## config.mk

```make
export PLATFORM = sky130hd
export DESIGN_NAME = wb_arbiter_flat
export DESIGN_NICKNAME = d
export VERILOG_FILES = /design/src/rtl/cpu_pkg.sv /design/src/rtl/wb_arbiter_if.sv /design/src/rtl/wb_fifo.sv /design/src/rtl/wb_arbiter.sv /design/src/flat_wrapper.sv
export SDC_FILE = /design/constraint.sdc
export NUM_CORES = 1
export LEC_CHECK = 0
export CAP_MARGIN = 20
export CORE_MARGIN = 4
export CORE_UTILIZATION = 38
export DETAILED_ROUTE_END_ITERATION = 6
export DONT_BUFFER_PORTS = 1
export GPL_TIMING_DRIVEN = 0
export PLACE_DENSITY_LB_ADDON = 0.15
export SLEW_MARGIN = 10
export SYNTH_ARGS = -nofsm -noshare
export SYNTH_HDL_FRONTEND = slang
export SYNTH_HIERARCHICAL = 1
export SYNTH_SLANG_ARGS = --single-unit
export TNS_END_PERCENT = 30
```

## constraint.sdc

```tcl
create_clock -name clk -period 2.25 [get_ports clk]
set_input_delay 0.45 -clock clk [delete_from_list [all_inputs] [get_ports clk]]
set_output_delay 0.45 -clock clk [all_outputs]
set_load 0.1 [all_outputs]
```

## src/rtl/cpu_pkg.sv

```systemverilog
// Shared CPU definitions for the register-file write side: register count,
// the hard-wired zero register, default widths and the write-back entry record.
package cpu_pkg;

    localparam int REG_NUM        = 32;
    localparam int ZERO_REG       = 0;
    localparam int DATA_W_DEFAULT = 32;
    localparam int ADDR_W_DEFAULT = 5;

    // One buffered long-op result. live=0 means the slot is empty or its
    // result was superseded by a younger ALU write to the same register.
    typedef struct packed {
        logic [ADDR_W_DEFAULT-1:0] rd;
        logic [DATA_W_DEFAULT-1:0] data;
        logic                      live;
    } wb_entry_t;

endpackage

```

## src/rtl/wb_arbiter_if.sv

```systemverilog
// Bundle of the write-back arbiter's ALU, long-op and register-file signals.
// slave is the arbiter's view, master is the surrounding pipeline's view.
interface wb_arbiter_if #(
    parameter int DATA_W = cpu_pkg::DATA_W_DEFAULT,
    parameter int ADDR_W = cpu_pkg::ADDR_W_DEFAULT
);

    logic                        alu_valid;
    logic [ADDR_W-1:0]           alu_rd;
    logic [DATA_W-1:0]           alu_data;
    logic                        alu_stall;
    logic                        mem_valid;
    logic                        mem_ready;
    logic [ADDR_W-1:0]           mem_rd;
    logic [DATA_W-1:0]           mem_data;
    logic                        RegWrite;
    logic [ADDR_W-1:0]           WriteReg;
    logic [DATA_W-1:0]           WriteData;
    logic [cpu_pkg::REG_NUM-1:0] pending;

    modport slave (
        input  alu_valid, alu_rd, alu_data, mem_valid, mem_rd, mem_data,
        output alu_stall, mem_ready, RegWrite, WriteReg, WriteData, pending
    );

    modport master (
        output alu_valid, alu_rd, alu_data, mem_valid, mem_rd, mem_data,
        input  alu_stall, mem_ready, RegWrite, WriteReg, WriteData, pending
    );

endinterface

```

## src/rtl/wb_fifo.sv

```systemverilog
// Small in-order buffer for long-latency results. Each slot can be killed by
// a destination-register compare, and the live slots form a pending mask.
module wb_fifo
    import cpu_pkg::*;
#(
    parameter int DEPTH  = 2,
    parameter int DATA_W = DATA_W_DEFAULT,
    parameter int ADDR_W = ADDR_W_DEFAULT
) (
    input  logic               clk,
    input  logic               rst_n,
    input  logic               push,
    input  logic [ADDR_W-1:0]  pushRd,
    input  logic [DATA_W-1:0]  pushData,
    input  logic               pop,
    input  logic               kill,
    input  logic [ADDR_W-1:0]  killRd,
    output wb_entry_t          head,
    output logic               full,
    output logic               empty,
    output logic [REG_NUM-1:0] pending
);

    localparam int PTR_W = $clog2(DEPTH);
    localparam int CNT_W = PTR_W + 1;

    logic [PTR_W-1:0] rdPtr;
    logic [PTR_W-1:0] wrPtr;
    logic [CNT_W-1:0] count;
    logic             pushOk;
    logic             popOk;

    wb_entry_t          slots [DEPTH];
    logic [REG_NUM-1:0] slotMask [DEPTH];

    assign full   = (count == CNT_W'(DEPTH));
    assign empty  = (count == '0);
    assign pushOk = push && !full;
    assign popOk  = pop && !empty;
    assign head   = slots[rdPtr];

    genvar gi;
    generate
        for (gi = 0; gi < DEPTH; gi++) begin : g_slot
            wb_entry_t entry;

            // Slot update: a push claims a free slot (never the one being
            // popped), a pop frees the head, a kill retires older results.
            always_ff @(posedge clk or negedge rst_n) begin
                if (!rst_n) begin
                    entry <= '0;
                end else if (pushOk && (wrPtr == PTR_W'(gi))) begin
                    entry <= '{rd: pushRd, data: pushData, live: 1'b1};
                end else if (popOk && (rdPtr == PTR_W'(gi))) begin
                    entry.live <= 1'b0;
                end else if (kill && entry.live && (entry.rd == killRd)) begin
                    entry.live <= 1'b0;
                end
            end

            assign slots[gi]    = entry;
            assign slotMask[gi] = entry.live ? (REG_NUM'(1) << entry.rd) : '0;
        end
    endgenerate

    // Pending mask: any live slot marks its destination register as busy.
    always_comb begin
        pending = '0;
        for (int i = 0; i < DEPTH; i++) begin
            pending = pending | slotMask[i];
        end
    end

    // Pointers wrap modulo DEPTH; occupancy decides full/empty.
    always_ff @(posedge clk or negedge rst_n) begin
        if (!rst_n) begin
            rdPtr <= '0;
            wrPtr <= '0;
            count <= '0;
        end else begin
            if (pushOk) begin
                wrPtr <= (wrPtr == PTR_W'(DEPTH - 1)) ? '0 : wrPtr + 1'b1;
            end
            if (popOk) begin
                rdPtr <= (rdPtr == PTR_W'(DEPTH - 1)) ? '0 : rdPtr + 1'b1;
            end
            case ({pushOk, popOk})
                2'b10:   count <= count + 1'b1;
                2'b01:   count <= count - 1'b1;
                default: count <= count;
            endcase
        end
    end

endmodule

```

## src/rtl/wb_arbiter.sv

```systemverilog
// Register-file write port arbiter. ALU results normally win; buffered
// long-op results drain when the ALU is idle or after waiting too long.
// The entry record fixes the data/index widths to the package defaults.
module wb_arbiter
    import cpu_pkg::*;
#(
    parameter int DATA_W       = DATA_W_DEFAULT,
    parameter int ADDR_W       = ADDR_W_DEFAULT,
    parameter int FIFO_DEPTH   = 2,
    parameter int STARVE_LIMIT = 4
) (
    input logic         clk,
    input logic         rst_n,
    wb_arbiter_if.slave bus
);

    localparam int AGE_W = $clog2(STARVE_LIMIT + 1);

    wb_entry_t          head;
    logic               fifoFull;
    logic               fifoEmpty;
    logic [REG_NUM-1:0] fifoPending;
    logic               preempt;
    logic               aluAccept;
    logic               pop;
    logic               push;
    logic               kill;
    logic               writeEn;
    logic [ADDR_W-1:0]  winRd;
    logic [DATA_W-1:0]  winData;
    logic [AGE_W-1:0]   ageReg;
    logic [AGE_W-1:0]   ageNext;

    wb_fifo #(
        .DEPTH  (FIFO_DEPTH),
        .DATA_W (DATA_W),
        .ADDR_W (ADDR_W)
    ) u_fifo (
        .clk      (clk),
        .rst_n    (rst_n),
        .push     (push),
        .pushRd   (bus.mem_rd),
        .pushData (bus.mem_data),
        .pop      (pop),
        .kill     (kill),
        .killRd   (bus.alu_rd),
        .head     (head),
        .full     (fifoFull),
        .empty    (fifoEmpty),
        .pending  (fifoPending)
    );

    assign bus.alu_stall = preempt;
    assign bus.mem_ready = !fifoFull;
    assign bus.pending   = fifoPending;

    // Winner selection: a starved head beats the ALU, the ALU beats an
    // ordinary head, and writes to the zero register are swallowed.
    always_comb begin
        preempt   = !fifoEmpty && (ageReg >= AGE_W'(STARVE_LIMIT));
        aluAccept = bus.alu_valid && !preempt;
        pop       = preempt || (!bus.alu_valid && !fifoEmpty);
        push      = bus.mem_valid && !fifoFull && (bus.mem_rd != ADDR_W'(ZERO_REG));
        kill      = aluAccept && (bus.alu_rd != ADDR_W'(ZERO_REG));
        winRd     = bus.alu_rd;
        winData   = bus.alu_data;
        writeEn   = kill;
        if (pop) begin
            winRd   = head.rd;
            winData = head.data;
            writeEn = head.live && (head.rd != ADDR_W'(ZERO_REG));
        end
        ageNext = ageReg;
        if (fifoEmpty || pop) begin
            ageNext = '0;
        end else if (ageReg < AGE_W'(STARVE_LIMIT)) begin
            ageNext = ageReg + 1'b1;
        end
    end

    // Head age register: how long the current head has been passed over.
    always_ff @(posedge clk or negedge rst_n) begin
        if (!rst_n) begin
            ageReg <= '0;
        end else begin
            ageReg <= ageNext;
        end
    end

    // Registered write port: one-cycle RegWrite pulse per accepted write.
    always_ff @(posedge clk or negedge rst_n) begin
        if (!rst_n) begin
            bus.RegWrite  <= 1'b0;
            bus.WriteReg  <= '0;
            bus.WriteData <= '0;
        end else begin
            bus.RegWrite <= writeEn;
            if (writeEn) begin
                bus.WriteReg  <= winRd;
                bus.WriteData <= winData;
            end
        end
    end

endmodule

```

## src/flat_wrapper.sv

```systemverilog
// flat-port wrapper written by rule: the top's interface ports become plain ports
module wb_arbiter_flat import cpu_pkg::*;
#(
    parameter int DATA_W       = DATA_W_DEFAULT,
    parameter int ADDR_W       = ADDR_W_DEFAULT,
    parameter int FIFO_DEPTH   = 2,
    parameter int STARVE_LIMIT = 4
)
  (clk, rst_n, bus_alu_valid, bus_alu_rd, bus_alu_data, bus_mem_valid, bus_mem_rd, bus_mem_data, bus_alu_stall, bus_mem_ready, bus_RegWrite, bus_WriteReg, bus_WriteData, bus_pending);
  wb_arbiter_if #(.DATA_W(DATA_W), .ADDR_W(ADDR_W)) bus_i ();
  input logic clk;
  input logic rst_n;
  input wire logic [$bits(bus_i.alu_valid)-1:0] bus_alu_valid;
  input wire logic [$bits(bus_i.alu_rd)-1:0] bus_alu_rd;
  input wire logic [$bits(bus_i.alu_data)-1:0] bus_alu_data;
  input wire logic [$bits(bus_i.mem_valid)-1:0] bus_mem_valid;
  input wire logic [$bits(bus_i.mem_rd)-1:0] bus_mem_rd;
  input wire logic [$bits(bus_i.mem_data)-1:0] bus_mem_data;
  output wire logic [$bits(bus_i.alu_stall)-1:0] bus_alu_stall;
  output wire logic [$bits(bus_i.mem_ready)-1:0] bus_mem_ready;
  output wire logic [$bits(bus_i.RegWrite)-1:0] bus_RegWrite;
  output wire logic [$bits(bus_i.WriteReg)-1:0] bus_WriteReg;
  output wire logic [$bits(bus_i.WriteData)-1:0] bus_WriteData;
  output wire logic [$bits(bus_i.pending)-1:0] bus_pending;
  assign bus_i.alu_valid = bus_alu_valid;
  assign bus_i.alu_rd = bus_alu_rd;
  assign bus_i.alu_data = bus_alu_data;
  assign bus_i.mem_valid = bus_mem_valid;
  assign bus_i.mem_rd = bus_mem_rd;
  assign bus_i.mem_data = bus_mem_data;
  assign bus_alu_stall = bus_i.alu_stall;
  assign bus_mem_ready = bus_i.mem_ready;
  assign bus_RegWrite = bus_i.RegWrite;
  assign bus_WriteReg = bus_i.WriteReg;
  assign bus_WriteData = bus_i.WriteData;
  assign bus_pending = bus_i.pending;
  wb_arbiter #(.DATA_W(DATA_W), .ADDR_W(ADDR_W), .FIFO_DEPTH(FIFO_DEPTH), .STARVE_LIMIT(STARVE_LIMIT)) u_core (.clk(clk), .rst_n(rst_n), .bus(bus_i));
endmodule
```

Fig. 1: run 1, clock distribution
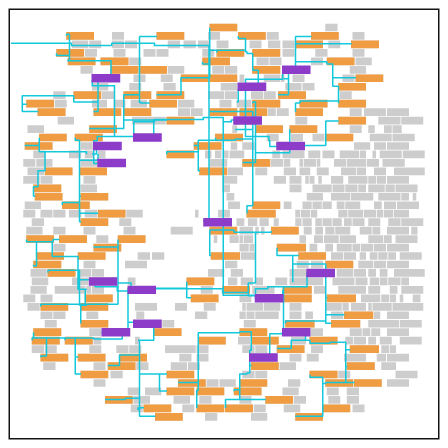
Orange marks flip-flops, count 121. Cyan marks clock wires, length 1,720 um. Purple marks clock drivers, count 17.
There are 18 routed clock nets.

Fig. 2: run 1, sizing map
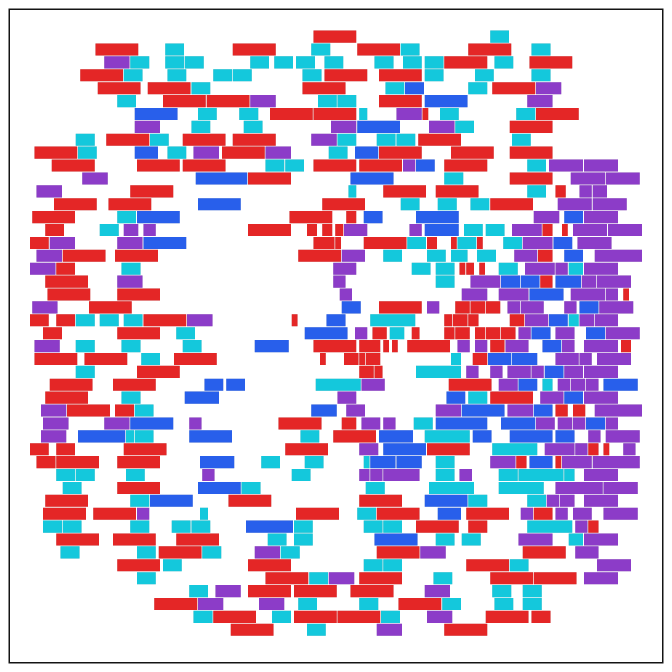
Cyan marks _2 cells, cells 157. Purple marks _3 and _4 cells, cells 146. Red marks _0 and _1 cells, cells 179. Blue marks _6 and larger, cells 65.

Fig. 3: run 1, cells coloured by class
The bar under the picture is 50 um long.
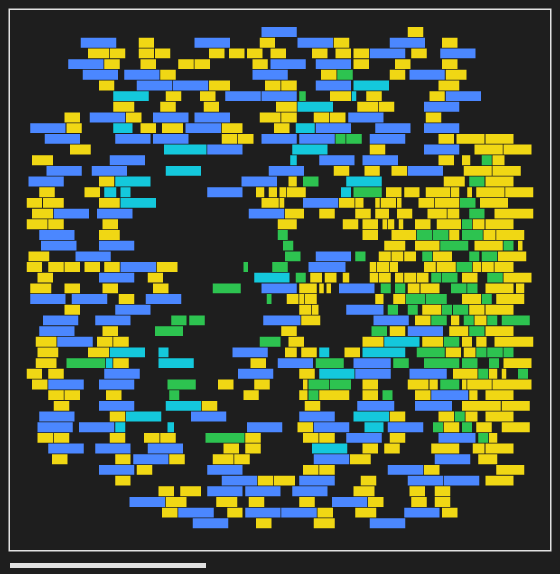
Blue marks flops, cells 121, share of their area 37%. Yellow marks combinational and other logic, cells 316, share of their area 46%. Cyan marks clock drivers and dummy loads, cells 32, share of their area 7.1%. Green marks other buffers and delay cells, cells 78, share of their area 11%.

Fig. 4: run 1, M1 wires
Supply wires on this layer in grey.
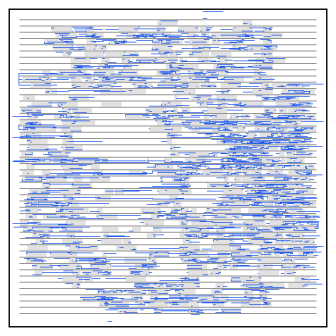
The longest straight run is 44.9 um. The layer holds 37% of the routed length. The wires run mostly horizontal. The layer carries 6,560 um of wire. 563 nets have wire on it.

==> results.toml, run 1 <==
# generated from flow reports
[routing]
wl_per_cell_um = 22.8
routed-wl-met2_mm = 9.31
top_layer_used = "met4"
wl_mm = 17.5
ant_nets = 0
drtPass1Iterations = 4
vias = 4142
via_per_inst = 5.40
post-route-drc-count = 0
wl_met1_mm = 6.56
wl_met3_mm = 1.17

[logic_synthesis]
synth_cell_types = 40
flop_cell = "dfrtp_1"
synthesis.area_mm2 = 0.00638
syn_inst = 470
postSynthAreaPerCell_um2 = 13.6
fp_nets = 550
yosys_warnings = 6
topCellsByArea = "dfrtp_1 47%, mux2_2 24%, mux2_4 8.9%"
top_area_share_pct = 47.5
yosysCellCount = 470
ys_top_cells_by_count = "135 x mux2_2, 121 x dfrtp_1, 38 x mux2_4"
ys_area_mm2 = 0.00638
synthArstFlopShare_pct = 100
synth_dominant_cell_count = "mux2_2"
top_area_cell = "dfrtp_1"

[grt]
use_met3_pct = 6.39
grtUsageMet2_pct = 34.2
grt_busiest_layer = "met2"
antenna_found_initial = 0
grt_max_degree = 122
grt_pass1_vias = 4636
use_met1_pct = 20.6
grt_pass1_wl_mm = 27.0
grt_usage_pct = 19.2
overflow = 0

[clock_network]
worstSkewPairLatency_ns = 0.41
cts_tree = "done"
h-tree-depth = 4
path_clk_slew_ns = 0.06
clk_path_buf_depth = 2
clock_sinks = 121
cts_setup_buffers = 47
cts-resized-gates = 136
cts_buffers = 17
root_buffer = "clkbuf_16"

[floorplanning]
core_mm2 = 0.0165
die_h_um = 138
fp_util_pct = 38.6
io_pins = 150
die_w_um = 138
num_rows = 47
chipArea_mm2 = 0.0189

[worst_setup_path]
critPathBufInv = 1
r2r-start = "u_core/u_fifo/g_slot[1].entry[34]$_DFFE_PN0P_"
arrival_ns = 2.10
reg2reg_to = "u_core/bus.WriteData[27]$_DFFE_PN0P_"
critPathTopFamily = "AND-OR/OR-AND gates"
crit_start = "u_core/u_fifo/g_slot[1].entry[37]$_DFFE_PN0P_"
reg2reg_setup_slack_ns = 0.01
critical_path_class = "reg -> out"
r2r_cells = 10
crit_required_ns = 1.80
cp-start-kind = "register"
crit_fanout = 4
critical_path.max_stage_delay_ns = 0.86
path_depth = 4
cp_slowest_cell = "o32ai_4"
critPathCaptureType = "output pin"
cp_cell_sequence = "nor2b_4 > buf_6 > nand3_4 > o32ai_4"
endpoint = "bus_pending[12]"

[finish]
fillers = 1355
largest_reg_flops = 76
registers.top_by_ff_count = "u_core/u_fifo/g_slot.entry"
instances_no_fill = 767
drive_gt1_share_pct = 67.3
fin_area_mm2 = 0.00859
fin_util_pct = 52.0
layout_top_cells = "134 x mux2_2, 112 x dfrtp_1, 39 x mux2_4"
diodes = 0
fin_nets = 614
area_growth_pct = 34.8
layout_top_cell = "mux2_2"

[place]
port_buffers = 0
post_dp_cell_area_mm2 = 0.00697
gp_congestion = 0.867
dp_slack_ns = -0.778
dp.final_hpwl_mm = 11.2

[timing]
worst_pin_slew_ns = 1.06
slew_headroom_pct = 29.6
max_freq_mhz = 392
layout_setup_ws_ns = -0.298
setup_tns_ns = -6.23
hold_viol_final = 121
whs_ns = -0.270
skew_ns = 0.00635
fin_crit_ns = 2.55
rsz0062_at_grt = "true"
setup_viol = 32
period_used_pct = 113

[outcome]
status = "complete, but fails checks"
violations = "negative hold slack, negative setup slack"

[run]
warning_count = 33
cap_violations = 0

[worst_hold_path]
hold_path.class = "in -> async"
run 1: kinds of logic (layout without fill, tap and decap cells):
group / after synthesis / after routing / synth area share [%]
muxes: 186 / 186 / 35.1
DFF: 121 / 121 / 47.5
and+or+nand+nor: 72 / 72 / 6.75
AOI/OAI and AO/OA: 38 / 38 / 4.00
buffers and inverters: 36 / 113 / 4.22
xor gates and xnor gates: 15 / 15 / 2.06
adders and majority gates: 2 / 2 / 0.392
run 1: layout make-up:
type	instances	area, um2	area share (%)
multi-input combinational	313	3800	44.2
sequential	121	3040	35.4
timing repair buffer	52	539	6.28
clock buffer	21	470	5.47
buffer	26	338	3.93
tap	220	275	3.20
clock inverter	11	121	1.41
inverter	3	13.8	0.160
==> run 2: changes to the inputs <==
SLEW_MARGIN = 20   (was 10)
Fig. 5: run 2, clock distribution
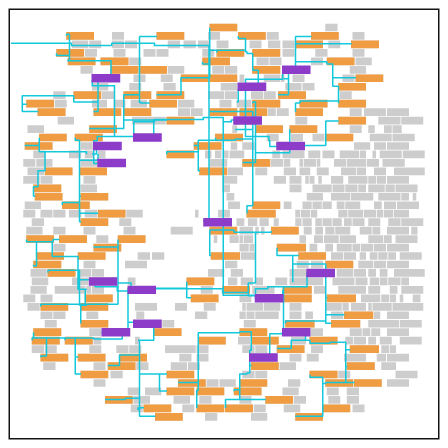
Purple marks clock drivers, count 17. Orange marks flip-flops, count 121. Cyan marks clock wires, length 1,720 um.
There are 18 routed clock nets.

==> run 2 against run 1 <==
Net effect: the run still ends with negative hold slack, negative setup slack left; cell area is the same; routed wire length unchanged; non-clock buffer count unchanged; via count unchanged; setup slack stayed put; first-iteration DRC count unchanged.
==> results.toml, run 2 <==
# generated from flow reports
[outcome]
status = "complete, but fails checks"
violations = "negative hold slack, negative setup slack"

[floorplanning]
core_mm2 = 0.0165
die_h_um = 138
num_rows = 47
die_w_um = 138

[worst_setup_path]
r2r-start = "u_core/u_fifo/g_slot[1].entry[34]$_DFFE_PN0P_"
critPathCaptureType = "output pin"
crit_start = "u_core/u_fifo/g_slot[1].entry[37]$_DFFE_PN0P_"
reg2reg_to = "u_core/bus.WriteData[27]$_DFFE_PN0P_"
endpoint = "bus_pending[12]"
r2r_cells = 10
cp-start-kind = "register"
crit_fanout = 4
critical_path_class = "reg -> out"
arrival_ns = 2.10
reg2reg_setup_slack_ns = 0.01

[grt]
grt_pass1_wl_mm = 27.0
use_met1_pct = 20.6
grt_usage_pct = 19.2
use_met3_pct = 6.39
grtUsageMet2_pct = 34.2
grt_busiest_layer = "met2"
grt_max_degree = 122
overflow = 0
grt_pass1_vias = 4636

[logic_synthesis]
yosys.area_share.aoi_pct = 4.00
synthesis.area_mm2 = 0.00638
ys_area_mm2 = 0.00638
synth_cell_types = 40
adder_share_pct = 0.392
synth_dominant_cell_count = "mux2_2"
mux_share_pct = 35.1
postSynthAreaPerCell_um2 = 13.6
top_area_share_pct = 47.5
synthArstFlopShare_pct = 100
ys_top_cells_by_count = "135 x mux2_2, 121 x dfrtp_1, 38 x mux2_4"
simple_gate_share_pct = 6.75
topCellsByArea = "dfrtp_1 47%, mux2_2 24%, mux2_4 8.9%"
yosysCellCount = 470
yosys_warnings = 6
flop_cell = "dfrtp_1"
top_area_cell = "dfrtp_1"
syn_inst = 470
yosys.area_share.xor_xnor_pct = 2.06
logic_family = "multiplexers"

[run]
warning_count = 33

[routing]
routed-wl-met2_mm = 9.31
wl_mm = 17.5
wl_met1_mm = 6.56
ant_nets = 0
wl_per_cell_um = 22.8
post-route-drc-count = 0
drtPass1Iterations = 4
vias = 4142

[finish]
fin_util_pct = 52.0
fillers = 1355
area_growth_pct = 34.8
largest_reg_flops = 76
layout_top_cells = "134 x mux2_2, 112 x dfrtp_1, 39 x mux2_4"
fin_nets = 614
layout_top_cell = "mux2_2"
instances_no_fill = 767
diodes = 0
registers.top_by_ff_count = "u_core/u_fifo/g_slot.entry"
fin_area_mm2 = 0.00859
drive_gt1_share_pct = 67.3

[timing]
setup_tns_ns = -6.23
worst_pin_slew_ns = 1.06
rsz0062_at_grt = "true"
period_used_pct = 113
hold_viol_final = 121
skew_ns = 0.00635
layout_setup_ws_ns = -0.298
whs_ns = -0.270
setup_viol = 32
fin_crit_ns = 2.55

[place]
port_buffers = 0
dp.final_hpwl_mm = 11.2
dp_slack_ns = -0.778
gp_congestion = 0.867
post_dp_cell_area_mm2 = 0.00697

[clock_network]
cts_tree = "done"
clock_sinks = 121
root_buffer = "clkbuf_16"
cts_buffers = 17
path_clk_slew_ns = 0.06
h-tree-depth = 4

[worst_hold_path]
hold_path.class = "in -> async"
-- run 2: cell type report --
class / instances / area (um2) / area share, %
multi-input combinational: 313 / 3800 / 44.2
clock inverter: 11 / 121 / 1.41
inverter: 3 / 13.8 / 0.160
sequential: 121 / 3040 / 35.4
clock buffer: 21 / 470 / 5.47
timing repair buffer: 52 / 539 / 6.28
tap: 220 / 275 / 3.20
buffer: 26 / 338 / 3.93
-- run 2: worst max-delay path, stage by stage, from the launching register on --
cell and delay [ns]:
dfrtp_2 0.44, nor2b_4 0.18, buf_6 0.13, nand3_4 0.08, o32ai_4 0.86
-- run 2: timing repair --
item | in CTS | in global routing
pin swaps | 44 | 32
hold endpoints to repair | 121 | 121
resized | 136 | 13
cloned | 4 | 0
setup buffers | 47 | 5
setup endpoints to repair | 148 | 70
